### config.mk
export PLATFORM = sky130hd
export DESIGN_NAME = countdown_timer
export DESIGN_NICKNAME = d
export VERILOG_FILES = /design/src/rtl/countdown_pkg.sv /design/src/rtl/countdown_timer_prescale_tick.sv /design/src/rtl/countdown_timer.sv
export SDC_FILE = /design/constraint.sdc
export NUM_CORES = 1
export LEC_CHECK = 0
export CELL_PAD_IN_SITES_DETAIL_PLACEMENT = 1
export CELL_PAD_IN_SITES_GLOBAL_PLACEMENT = 1
export CORE_AREA = 5 5 48 50
export CTS_CLUSTER_DIAMETER = 150
export CTS_CLUSTER_SIZE = 28
export DETAILED_ROUTE_END_ITERATION = 7
export DIE_AREA = 0 0 53 55
export PLACE_DENSITY_LB_ADDON = 0.1
export SETUP_SLACK_MARGIN = 0.2
export SLEW_MARGIN = 20
export SYNTH_ARGS = -nofsm -noshare
export SYNTH_HDL_FRONTEND = slang
export SYNTH_SLANG_ARGS = --single-unit
### constraint.sdc
create_clock -name clk -period 2.7 [get_ports clk]
set_input_delay 0.27 -clock clk [delete_from_list [all_inputs] [get_ports clk]]
set_output_delay 0.27 -clock clk [all_outputs]
set_load 0.05 [all_outputs]
### src/rtl/countdown_pkg.sv
// Shared definitions for the countdown timer: state encoding, default width
// and a small decode helper used by the top level.
package countdown_pkg;

   // Default width of count, load_value and the reload register.
   localparam int DEFAULT_WIDTH = 4;

   // Default prescale ratio when the prescaler build option is enabled.
   localparam int DEFAULT_PRESCALE = 10;

   // Timer control states. Encoding is fixed so that external checkers and
   // debug tooling can decode the state register directly.
   typedef enum logic [1:0] {
      IDLE  = 2'b00,
      RUN   = 2'b01,
      PAUSE = 2'b10
   } state_t;

   // busy is defined purely as "state is RUN".
   function automatic logic state_is_busy(input state_t s);
      return (s == RUN);
   endfunction

endpackage : countdown_pkg

### src/rtl/countdown_timer_prescale_tick.sv
// prescale_tick: modulo-PRESCALE counter with synchronous clear. Emits a
// single-cycle tick every PRESCALE cycles while not cleared. Only
// instantiated when COUNTDOWN_PRESCALE_EN is defined.
module prescale_tick #(
   parameter int PRESCALE = 10
) (
   input  logic clk,
   input  logic rst,   // synchronous, active-low
   input  logic clr,   // synchronous clear back to phase 0
   output logic tick
);

   // A one-bit counter is still needed for PRESCALE == 1 to keep widths legal.
   localparam int CW = (PRESCALE > 1) ? $clog2(PRESCALE) : 1;
   localparam logic [CW-1:0] LAST = CW'(PRESCALE - 1);

   logic [CW-1:0] cnt_q;

   // Phase counter: wraps at PRESCALE-1, restarts at 0 on reset or clear.
   always_ff @(posedge clk) begin
      if (!rst || clr) begin
         cnt_q <= '0;
      end else if (cnt_q == LAST) begin
         cnt_q <= '0;
      end else begin
         cnt_q <= cnt_q + CW'(1);
      end
   end

   // Tick on the last phase of each period.
   always_comb begin
      tick = (cnt_q == LAST);
   end

endmodule : prescale_tick

### src/rtl/countdown_timer.sv
// countdown_timer: loadable down-counter with pause/resume and an optional
// auto-reload periodic mode. done pulses for one cycle at terminal count.
//
// Build option: COUNTDOWN_PRESCALE_EN adds a PRESCALE parameter; while in
// RUN the count then only moves on a prescale tick (one every PRESCALE
// cycles). Without it the count moves every RUN cycle.
//
// Per-edge priority: rst > load > stop > start > decrement.
module countdown_timer
   import countdown_pkg::*;
#(
   parameter int WIDTH = DEFAULT_WIDTH
`ifdef COUNTDOWN_PRESCALE_EN
   ,
   parameter int PRESCALE = DEFAULT_PRESCALE
`endif
) (
   input  logic             clk,
   input  logic             rst,
   input  logic             load,
   input  logic [WIDTH-1:0] load_value,
   input  logic             start,
   input  logic             stop,
   input  logic             auto_reload,
   output logic [WIDTH-1:0] count,
   output logic             busy,
   output logic             done
);

   localparam logic [WIDTH-1:0] ONE = WIDTH'(1);

   state_t           state_q, state_d;
   logic [WIDTH-1:0] count_q, count_d;
   logic [WIDTH-1:0] reload_q, reload_d;
   logic             done_q, done_d;
   logic             dec_en;

`ifdef COUNTDOWN_PRESCALE_EN
   logic pre_clr;

   // The prescaler restarts whenever the timer is not running, so an accepted
   // start (which always comes from IDLE or PAUSE) begins a fresh period and
   // the first decrement lands PRESCALE cycles after it. load and stop also
   // restart it.
   always_comb begin
      pre_clr = load || stop || (state_q != RUN);
   end

   prescale_tick #(
      .PRESCALE (PRESCALE)
   ) u_prescale_tick (
      .clk  (clk),
      .rst  (rst),
      .clr  (pre_clr),
      .tick (dec_en)
   );
`else
   // Without the prescaler every RUN cycle is a decrement cycle.
   always_comb begin
      dec_en = 1'b1;
   end
`endif

   // State and datapath registers; reset clears everything including the
   // reload value, so a fresh load is needed after reset.
   always_ff @(posedge clk) begin
      if (!rst) begin
         state_q  <= IDLE;
         count_q  <= '0;
         reload_q <= '0;
         done_q   <= 1'b0;
      end else begin
         state_q  <= state_d;
         count_q  <= count_d;
         reload_q <= reload_d;
         done_q   <= done_d;
      end
   end

   // Next-state and datapath decode in priority order load > stop > start >
   // decrement. In RUN the count is always >= 1, so the terminal tick is
   // "count == 1 on a decrement cycle" and the count can never underflow.
   always_comb begin
      state_d  = state_q;
      count_d  = count_q;
      reload_d = reload_q;
      done_d   = 1'b0;

      if (load) begin
         // Load wins over everything and discards any terminal tick.
         count_d  = load_value;
         reload_d = load_value;
         state_d  = IDLE;
      end else begin
         unique case (state_q)
            IDLE: begin
               // Starting from zero would finish instantly; it is ignored.
               if (start && (count_q != '0)) begin
                  state_d = RUN;
               end
            end

            RUN: begin
               if (stop) begin
                  state_d = PAUSE;
               end else if (dec_en) begin
                  if (count_q == ONE) begin
                     done_d = 1'b1;
                     if (auto_reload && (reload_q != '0)) begin
                        // Periodic mode jumps straight from 1 back to the
                        // reload value, so the period is reload_q cycles and
                        // 0 is never shown.
                        count_d = reload_q;
                     end else begin
                        count_d = '0;
                        state_d = IDLE;
                     end
                  end else begin
                     count_d = count_q - ONE;
                  end
               end
            end

            PAUSE: begin
               // stop wins when both arrive: abort to IDLE, count retained.
               if (stop) begin
                  state_d = IDLE;
               end else if (start) begin
                  state_d = RUN;
               end
            end

            default: begin
               state_d = IDLE;
            end
         endcase
      end
   end

   // Outputs come straight from registers (busy decoded from registered state).
   always_comb begin
      count = count_q;
      busy  = state_is_busy(state_q);
      done  = done_q;
   end

endmodule : countdown_timer

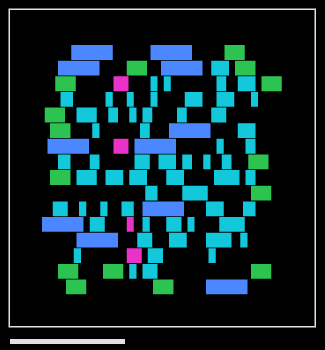
Figure 1: run 1, cells colored by class.
Bar = 20 microns.
legend:
  cyan:
    class: remaining logic cells
    cells: 58
    share_of_their_area: 49%
  green:
    class: remaining buffers and delay cells
    cells: 15
    share_of_their_area: 19%
  blue:
    class: sequential cells
    cells: 11
    share_of_their_area: 29%
  magenta:
    class: clock drivers and dummy loads
    cells: 4
    share_of_their_area: 3.4%
Util after Layout: 0.433
flop share of the area: 0.273

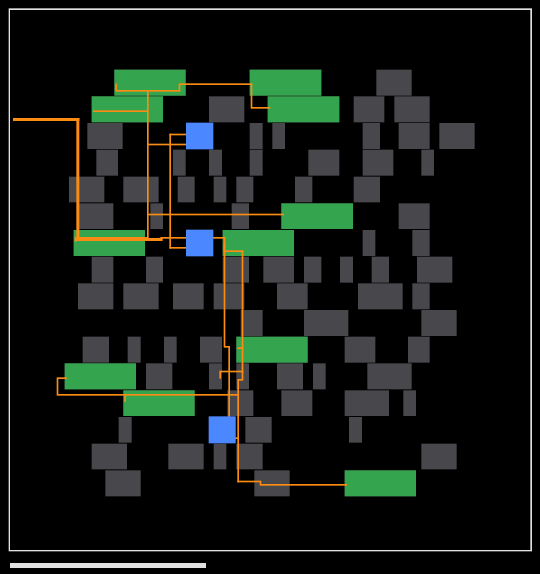
Figure 2: run 1, clock network drawn from the DEF.
Bar = 20 microns.
legend:
  green:
    item: flip-flops
    count: 11
  orange:
    item: clock wires
    length: 201 microns
  blue:
    item: clock-net drivers
    count: 3
routed clock nets: 4
Setup Skew: 0.000172 ns
clk pwr: 0.119 mW
clk_lat worst skew: 0.27 ns
clock power share: 0.308

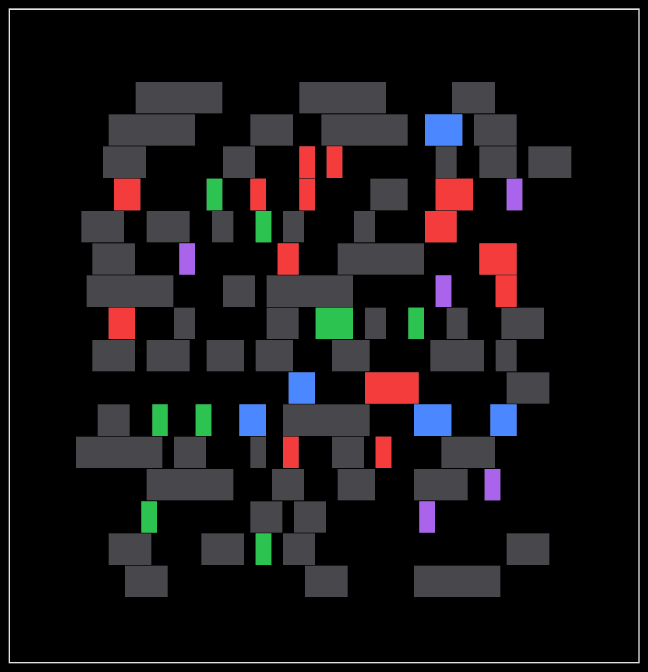
Figure 3: run 1, gate families picked out.
legend:
  green:
    family: nand cells
    cells: 8
  red:
    family: nor cells
    cells: 14
  blue:
    family: and/or cells
    cells: 5
  purple:
    family: inv cells
    cells: 5
Comb/total area: 0.443
dominant logic cell type in the layout: clkdlybuf4s50_1

==> impl_metrics.yaml, run 1 <==
# yosys + openroad results
clock_tree:
  clkSinkCount: 11
  cts-root-buf: "clkbuf_4"
  hold_buffers: 0
setup_path:
  crit_slowest_cell: "clkdlybuf4s50_1"
  cp_cell_sequence: "and2b_2 -> clkdlybuf4s50_1"
  max_stage_delay_ns: 0.79
  start_kind: "flop"
  crit_arrival_ns: 1.65
  ff2ff_setup_slack_ns: 1.06
  path_max_fanout: 6
  crit_type: "reg2out"
  required_ns: 2.43
drt:
  first_pass_iters: 4
  routedWlPerCell_microns: 13.7
  final_antenna_net_count: 0
status:
  outcome: "finished clean"
final_timing:
  slew_headroom: 0.666
  rsz0062_at_grt: "no"
  tns_ns: 0
  slew_violations: 0
  hold_slack_ns: 0.496
power_and_ir_drop:
  max-vdd-ir-drop_v: 0.000215
  sw_frac_of_total: 0.310
die:
  fp_util: 0.332
  die_y_microns: 55
  die-area_sq_um: 2920
yosys:
  synth_async_sr_flop_share: 0
  netlist_instances: 71
  top_cells_by_area: "dfxtp_1 (36%), ha_1 (6.1%), nand2_1 (4.3%)"
  yosys_cells: 71
  yosysMostFrequentCell: "dfxtp_1"
  yosysUniqueCellTypes: 28
  ys.warnings.count: 0
global_routing:
  grt_first_pass_wirelength_mm: 2.66
  grt-ovfl-total: 0
finish:
  instances_no_fill: 115
  antennaDiodeCount: 0
  design_area_sq_um: 806
  drive_gt1_frac: 0.0795
  area.growth.synth_to_final_pct: 30.4
flow_run:
  max_cap_violations: 0
hold_path:
  hold_class: "reg2reg"
  hp-start: "reload_q[0]$_SDFFE_PN0P_"
## run 1: registers in the layout, indices dropped and copies added (netlist names)
name      count
done          1
reload_q      4
state_q       2
count         4
## run 1: per-layer routing
metal  track usage  part of all wire
met3        0.0268             0.046
met2         0.209              0.48
met4        0.0894             0.011
met1         0.156              0.47
met5             0                 0
## run 1: worst max path at each step
stage	from	slack [ns]	cells after the start	to
after floorplan	count[1]$_SDFFE_PN0P_	0.88	6	count[0]$_SDFFE_PN0P_
after global placement	stop	0.93	4	count[3]$_SDFFE_PN0P_
after detailed placement	stop	0.89	4	count[1]$_SDFFE_PN0P_
after CTS	state_q[1]$_SDFFE_PP0P_	0.76	2	busy
after global routing	state_q[1]$_SDFFE_PP0P_	0.70	2	busy
final	state_q[1]$_SDFFE_PP0P_	0.78	2	busy
## run 1: critical path, delay by kind of cell, from the launching register on
| family | cells | cell delay [ns] |
|---|---|---|
| AND/OR/NAND/NOR | 1 | 0.23 |
| buffers and inverters | 1 | 0.79 |
| flip-flops | 1 | 0.36 |
## run 1: cell usage in the layout, fill, tap and decap left out
cell type	instances
a2111oi_0	1
a211o_1	1
a211oi_1	1
a21boi_0	2
a21boi_1	2
a21oi_1	5
a21oi_2	2
a311oi_1	1
and2b_2	1
and3_1	2
clkbuf_1	1
clkbuf_4	3
clkdlybuf4s50_1	15
dfxtp_1	11
ha_1	3
inv_1	5
mux2i_1	2
nand2_1	7
nand4b_1	1
nor2_1	6
nor2b_1	2
nor3_1	2
nor3b_1	1
nor3b_2	1
nor4b_1	2
o21ai_0	3
o31ai_1	2
o41ai_1	1
or3_1	1
or3b_1	1
## run 1: area by class of cell
class / instances / area, sq um / area share
Multi-Input combinational cell: 53 / 357 / 0.443
Sequential cell: 11 / 220 / 0.273
Timing Repair Buffer: 15 / 150 / 0.186
Tap cell: 27 / 33.8 / 0.0419
Clock buffer: 4 / 26.3 / 0.0326
Inverter: 5 / 18.8 / 0.0233
## run 1: cell families (layout without fill, tap and decap cells)
logic type | after synthesis | in the layout | synth area share
flops | 11 | 11 | 0.356
simple gates | 27 | 27 | 0.249
buf+inv | 7 | 24 | 0.0668
fa+ha+maj | 3 | 3 | 0.0607
compound gates | 21 | 21 | 0.235
mux | 2 | 2 | 0.0324
## run 1: power by group through the flow
stage / sequential, mW / clock, mW / combinational, mW
after floorplan: 0.196 / 0 / 0.0407
after global placement: 0.184 / 0 / 0.0859
after detailed placement: 0.184 / 0 / 0.0874
after CTS: 0.180 / 0.122 / 0.0880
after global routing: 0.182 / 0.132 / 0.0947
final: 0.180 / 0.119 / 0.0865
## run 1: per-stage QoR
stage | total power [mW] | utilization
after floorplan | 0.236 | -
after global placement | 0.270 | 0.419
after detailed placement | 0.272 | 0.419
after CTS | 0.391 | 0.433
after global routing | 0.409 | 0.433
final | 0.386 | 0.433
## Run 2: what changed since run 1
CORE_AREA = 5 5 52 54   (was 5 5 48 50)
DIE_AREA = 0 0 57 59   (was 0 0 53 55)
clock period = 1.58 ns   (was 2.7 ns; I/O delays follow)
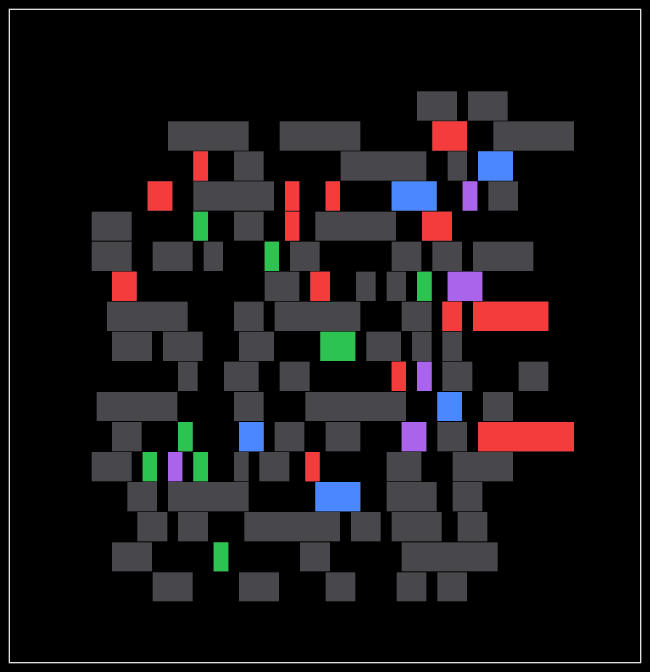
Figure 4: run 2, gate families picked out.
legend:
  purple:
    family: inv cells
    cells: 5
  red:
    family: nor cells
    cells: 14
  blue:
    family: and/or cells
    cells: 5
  green:
    family: nand cells
    cells: 8
final cell count without fillers: 129
Comb/total area: 0.425
dominant logic cell type in the layout: buf_4

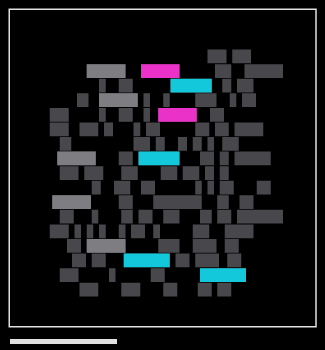
Figure 5: run 2, sequential cells colored by netlist name.
Bar = 20 microns. Other sequential cells in the stronger gray, the rest of the logic in the fainter gray.
legend:
  magenta:
    signal: state_q
    placed_flops: 2
  cyan:
    signal: count
    placed_flops: 4
flip-flop and latch area: 230 sq um
Sequential Power: 0.314 mW
Util after Layout: 0.451
flop share of the area: 0.235

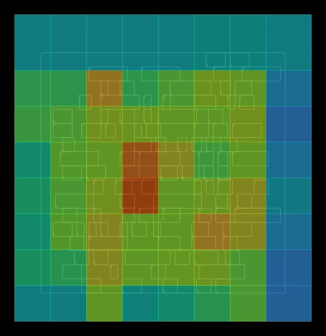
Figure 6: run 2, congestion heat map.
GR Util All Layers: 0.105
met1 Track Usage GR: 0.145

==> run 2 against run 1 <==
Compared with the run above: synthesized cell count is the same; hold slack worse by 0.026 ns; first-iteration DRC count down 50%; sequential power up 74%; critical path depth grew 1; final area is 21% higher; clock power is 62% higher; flip-flop count unchanged; sequential share of layout area is 3.8 points lower.
==> impl_metrics.yaml, run 2 <==
# yosys + openroad results
setup_path:
  ff2ff_setup_slack_ns: 0.21
  start_kind: "flop"
  crit_arrival_ns: 1.52
  crit_type: "reg2reg"
power_and_ir_drop:
  p_total_mw: 0.701
  max-vdd-ir-drop_v: 0.000360
die:
  die-area_sq_um: 3360
  die_y_microns: 59
final_timing:
  skew_ns: 0.00695
  slew_headroom: 0.729
  hold_slack_ns: 0.470
  rsz0062_at_grt: "yes"
  slew_violations: 0
clock_tree:
  cts-root-buf: "clkbuf_4"
  clk_latency_ns: 0.27
yosys:
  ys_sh_mux: 0.0324
  yosysMostFrequentCell: "dfxtp_1"
  synth-simple-area-share: 0.249
  logic_family: "simple AND/OR/NAND/NOR gates"
  yosys_cells: 71
  ys_sh_adder: 0.0607
  ys.warnings.count: 0
hold_path:
  hp-start: "load_value[0]"
  hold_class: "in2reg"
flow_run:
  max_cap_violations: 0
status:
  outcome: "finished clean"
global_routing:
  grt-ovfl-total: 0
  grt_first_pass_wirelength_mm: 2.77
  grtUsageMet2: 0.158
drt:
  routedWlPerCell_microns: 13.5
  first_pass_iters: 2
  final_antenna_net_count: 0
finish:
  antennaDiodeCount: 0
[run 2: cell counts after synthesis]
No cell type changed its count.
[run 2: worst max-delay path by stage]
stage	start	endpoint	depth (start not counted)	slack [ns]
2_1_floorplan	count[0]$_SDFFE_PN0P_	count[0]$_SDFFE_PN0P_	5	0.19
3_3_place_gp	stop	count[3]$_SDFFE_PN0P_	4	-0.02
3_5_place_dp	stop	count[3]$_SDFFE_PN0P_	4	-0.06
4_1_cts	count[1]$_SDFFE_PN0P_	count[1]$_SDFFE_PN0P_	6	0.20
5_1_grt	count[1]$_SDFFE_PN0P_	state_q[0]$_SDFFE_PP0P_	7	0.13
6_report	state_q[0]$_SDFFE_PP0P_	count[3]$_SDFFE_PN0P_	3	0.21
[run 2: critical path: stages, from the launching register on]
cell	delay, ns
dfxtp_1	0.41
or3b_4	0.47
a311oi_1	0.28
a211oi_1	0.11
[run 2: what timing repair did]
item / CTS / global route
pin swaps: 7 / 8
setup endpoints to repair: 4 / 4
gates resized: 4 / 8
buffers inserted: 4 / 5
[run 2: final cells by class]
class	count	area [sq um]	area share
inverters	5	26.3	0.0269
repair buffers	28	245	0.251
well taps	28	35.0	0.0358
multi-input cells	53	415	0.425
flip-flops and latches	11	230	0.235
clock buffers	4	26.3	0.0269
[run 2: per-stage QoR]
stage | worst slack, ns | TNS, ns
final | 0.205 | 0
after global routing | 0.130 | 0
after CTS | 0.195 | 0
after detailed placement | -0.0574 | -0.0873
after global placement | -0.0228 | -0.0228
after floorplan | 0.190 | 0
[run 2: power breakdown]
part / leakage (nW) / internal (mW) / switching [mW]
clock: 0.0150 / 0.0975 / 0.0952
sequential: 0.0923 / 0.291 / 0.0228
combinational: 0.281 / 0.0985 / 0.0950
[run 2: kinds of logic (layout without fill, tap and decap cells)]
kind of cell	after synthesis	in the layout
multiplexers	2	2
flip-flops	11	11
AND-OR/OR-AND	21	21
buffers and inverters	7	37
adder cells (fa/ha/maj)	3	3
AND/OR/NAND/NOR	27	27
[run 2: metal layers]
metal / share of wire / vias up
met3: 0.024 / 2
met1: 0.49 / 291
met4: 0.0075 / 0
met2: 0.47 / 7
met5: 0 / -
li1: - / 319
## Run 3: what changed since run 2
CAP_MARGIN = 20   (was default)
clock period = 1.2 ns   (was 1.58 ns; I/O delays follow)
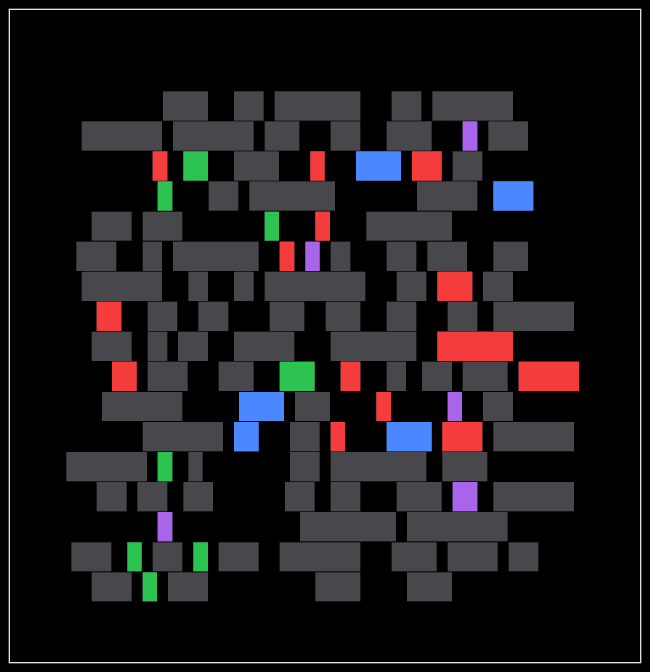
Figure 7: run 3, gate families picked out.
legend:
  green:
    family: nand cells
    cells: 8
  red:
    family: nor cells
    cells: 14
  blue:
    family: and/or cells
    cells: 5
  purple:
    family: inv cells
    cells: 5
final cell count without fillers: 140
Comb/total area: 0.378

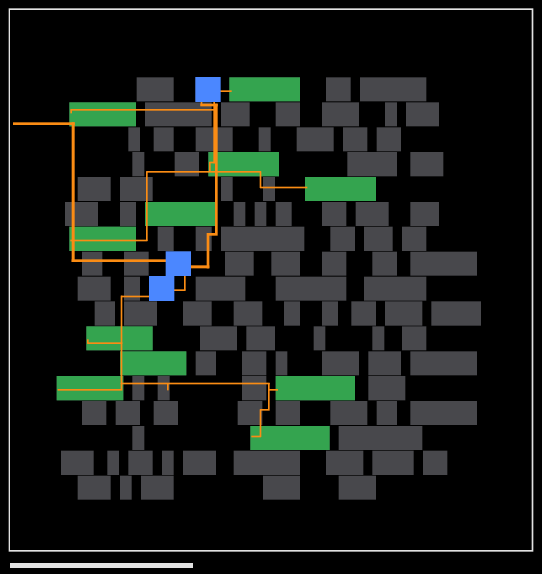
Figure 8: run 3, clock network drawn from the DEF.
Bar = 20 microns.
legend:
  green:
    item: flip-flops
    count: 11
  blue:
    item: clock-net drivers
    count: 3
  orange:
    item: clock wires
    length: 174 microns
routed clock nets: 4
clk pwr: 0.258 mW
clock power share: 0.256

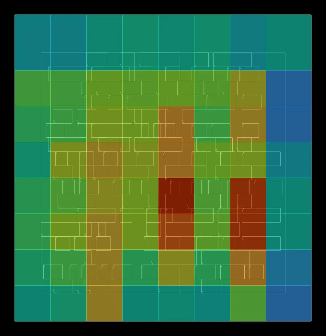
Figure 9: run 3, congestion heat map.
met1 Track Usage GR: 0.148
grt met3 use: 0.0218
WL/cell: 14.8 microns
GR Util All Layers: 0.118
Util after Layout: 0.548

==> run 3 against run 2 <==
Compared with the run above: the flow now finishes with violations (setup timing); count of clock-buffer cells in the layout did not move; sequential power is about 30% higher; wire length grew 19%; clock power rose by 34%; critical path depth rose by 2; first-iteration DRC count shrank 33%; flip-flop count stayed put; synthesized cell count did not move; area after synthesis is the same; largest cell class unchanged; largest power group unchanged.
==> impl_metrics.yaml, run 3 <==
# yosys + openroad results
status:
  outcome: "finished, violations left"
  violations: "setup timing"
setup_path:
  crit_slowest_cell: "or3_4"
  required_ns: 1.37
  crit_type: "reg2reg"
  max_stage_delay_ns: 0.38
  start_kind: "flop"
  cp_cell_sequence: "buf_6 -> or3_4 -> nor3_2 -> a21oi_1 -> a211oi_1"
  crit_arrival_ns: 1.59
  ff2ff_setup_slack_ns: -0.22
  path_max_fanout: 2
final_timing:
  finalSetupViolations: 7
  fin_ws_ns: -0.223
  slew_headroom: 0.682
  slew_violations: 0
yosys:
  top_cells_by_area: "dfxtp_1 (36%), ha_1 (6.1%), nand2_1 (4.3%)"
  ys.warnings.count: 0
  synth_async_sr_flop_share: 0
  yosys_cells: 71
  yosysMostFrequentCell: "dfxtp_1"
finish:
  drive_gt1_frac: 0.518
  lay_top_count: "buf_4"
  mostFrequentLayoutCells: "buf_4 (15), clkdlybuf4s50_1 (9), buf_6 (9)"
  area.growth.synth_to_final_pct: 92.3
global_routing:
  grt_first_pass_wirelength_mm: 3.11
  grt-ovfl-total: 0
placed_design:
  post-place-ws_ns: -0.412
drt:
  first_pass_iters: 2
clock_tree:
  hold_buffers: 0
  clk_latency_ns: 0.27
  cts-root-buf: "clkbuf_4"
flow_run:
  max_cap_violations: 0
hold_path:
  hold_class: "in2reg"
  hp-start: "load_value[0]"
power_and_ir_drop:
  max-vdd-ir-drop_v: 0.000571
die:
  fp_util: 0.285
  die_y_microns: 59
==> run 3: kinds of logic after synthesis <==
logic type               share of synthesized area
AND/OR/NAND/NOR                              0.249
adder cells (fa/ha/maj)                     0.0607
buffers and inverters                       0.0668
AND-OR/OR-AND                                0.235
flip-flops                                   0.356
multiplexers                                0.0324
==> run 3: cell type report <==
type	instances	area, sq um	area share
Multi-Input combinational cell	53	449	0.378
Inverter	5	21.3	0.0179
Sequential cell	11	233	0.196
Tap cell	28	35.0	0.0295
Clock buffer	4	26.3	0.0221
Timing Repair Buffer	39	424	0.357
==> run 3: repair_timing <==
action,CTS,global route
gates resized,13,13
buffers inserted,3,3
setup endpoints to repair,11,12
pin swaps,11,8
==> run 3: worst reg2reg max path, stage by stage (launching register included) <==
cell      delay, ns
dfxtp_4        0.36
buf_6          0.11
or3_4          0.38
nor3_2         0.13
a21oi_1        0.07
a211oi_1       0.28
==> run 3: how the worst max path moves through the flow <==
stage | cells after the start | endpoint | startpoint
2_1_floorplan | 6 | state_q[0]$_SDFFE_PP0P_ | count[0]$_SDFFE_PN0P_
3_3_place_gp | 4 | count[3]$_SDFFE_PN0P_ | stop
3_5_place_dp | 4 | count[3]$_SDFFE_PN0P_ | stop
4_1_cts | 6 | count[1]$_SDFFE_PN0P_ | count[1]$_SDFFE_PN0P_
5_1_grt | 6 | count[3]$_SDFFE_PN0P_ | count[1]$_SDFFE_PN0P_
6_report | 5 | count[3]$_SDFFE_PN0P_ | count[1]$_SDFFE_PN0P_
==> run 3: layer usage <==
layer | vias up | share of wire | track usage
met5 | - | 0 | 0
met3 | 6 | 0.029 | 0.0218
li1 | 339 | - | -
met2 | 13 | 0.53 | 0.199
met1 | 315 | 0.42 | 0.148
met4 | 0 | 0.022 | 0.0497
==> run 3: power breakdown <==
group | total (mW) | switching [mW] | internal, mW
Sequential | 0.407 | 0.0226 | 0.384
Clock | 0.258 | 0.129 | 0.129
Combinational | 0.341 | 0.156 | 0.185
==> run 3: per-stage QoR <==
step,instances,utilization,setup TNS [ns],instance area (sq um)
finish,140,0.548,-0.992,1190
global route,140,0.548,-1.53,1190
CTS,137,0.508,-0.737,1100
detailed placement,130,0.465,-1.91,1010
global placement,130,0.465,-1.71,1010
floorplan,71,-,-0.643,652
Power figures rest on the tool's default switching activity, not on a simulated workload.
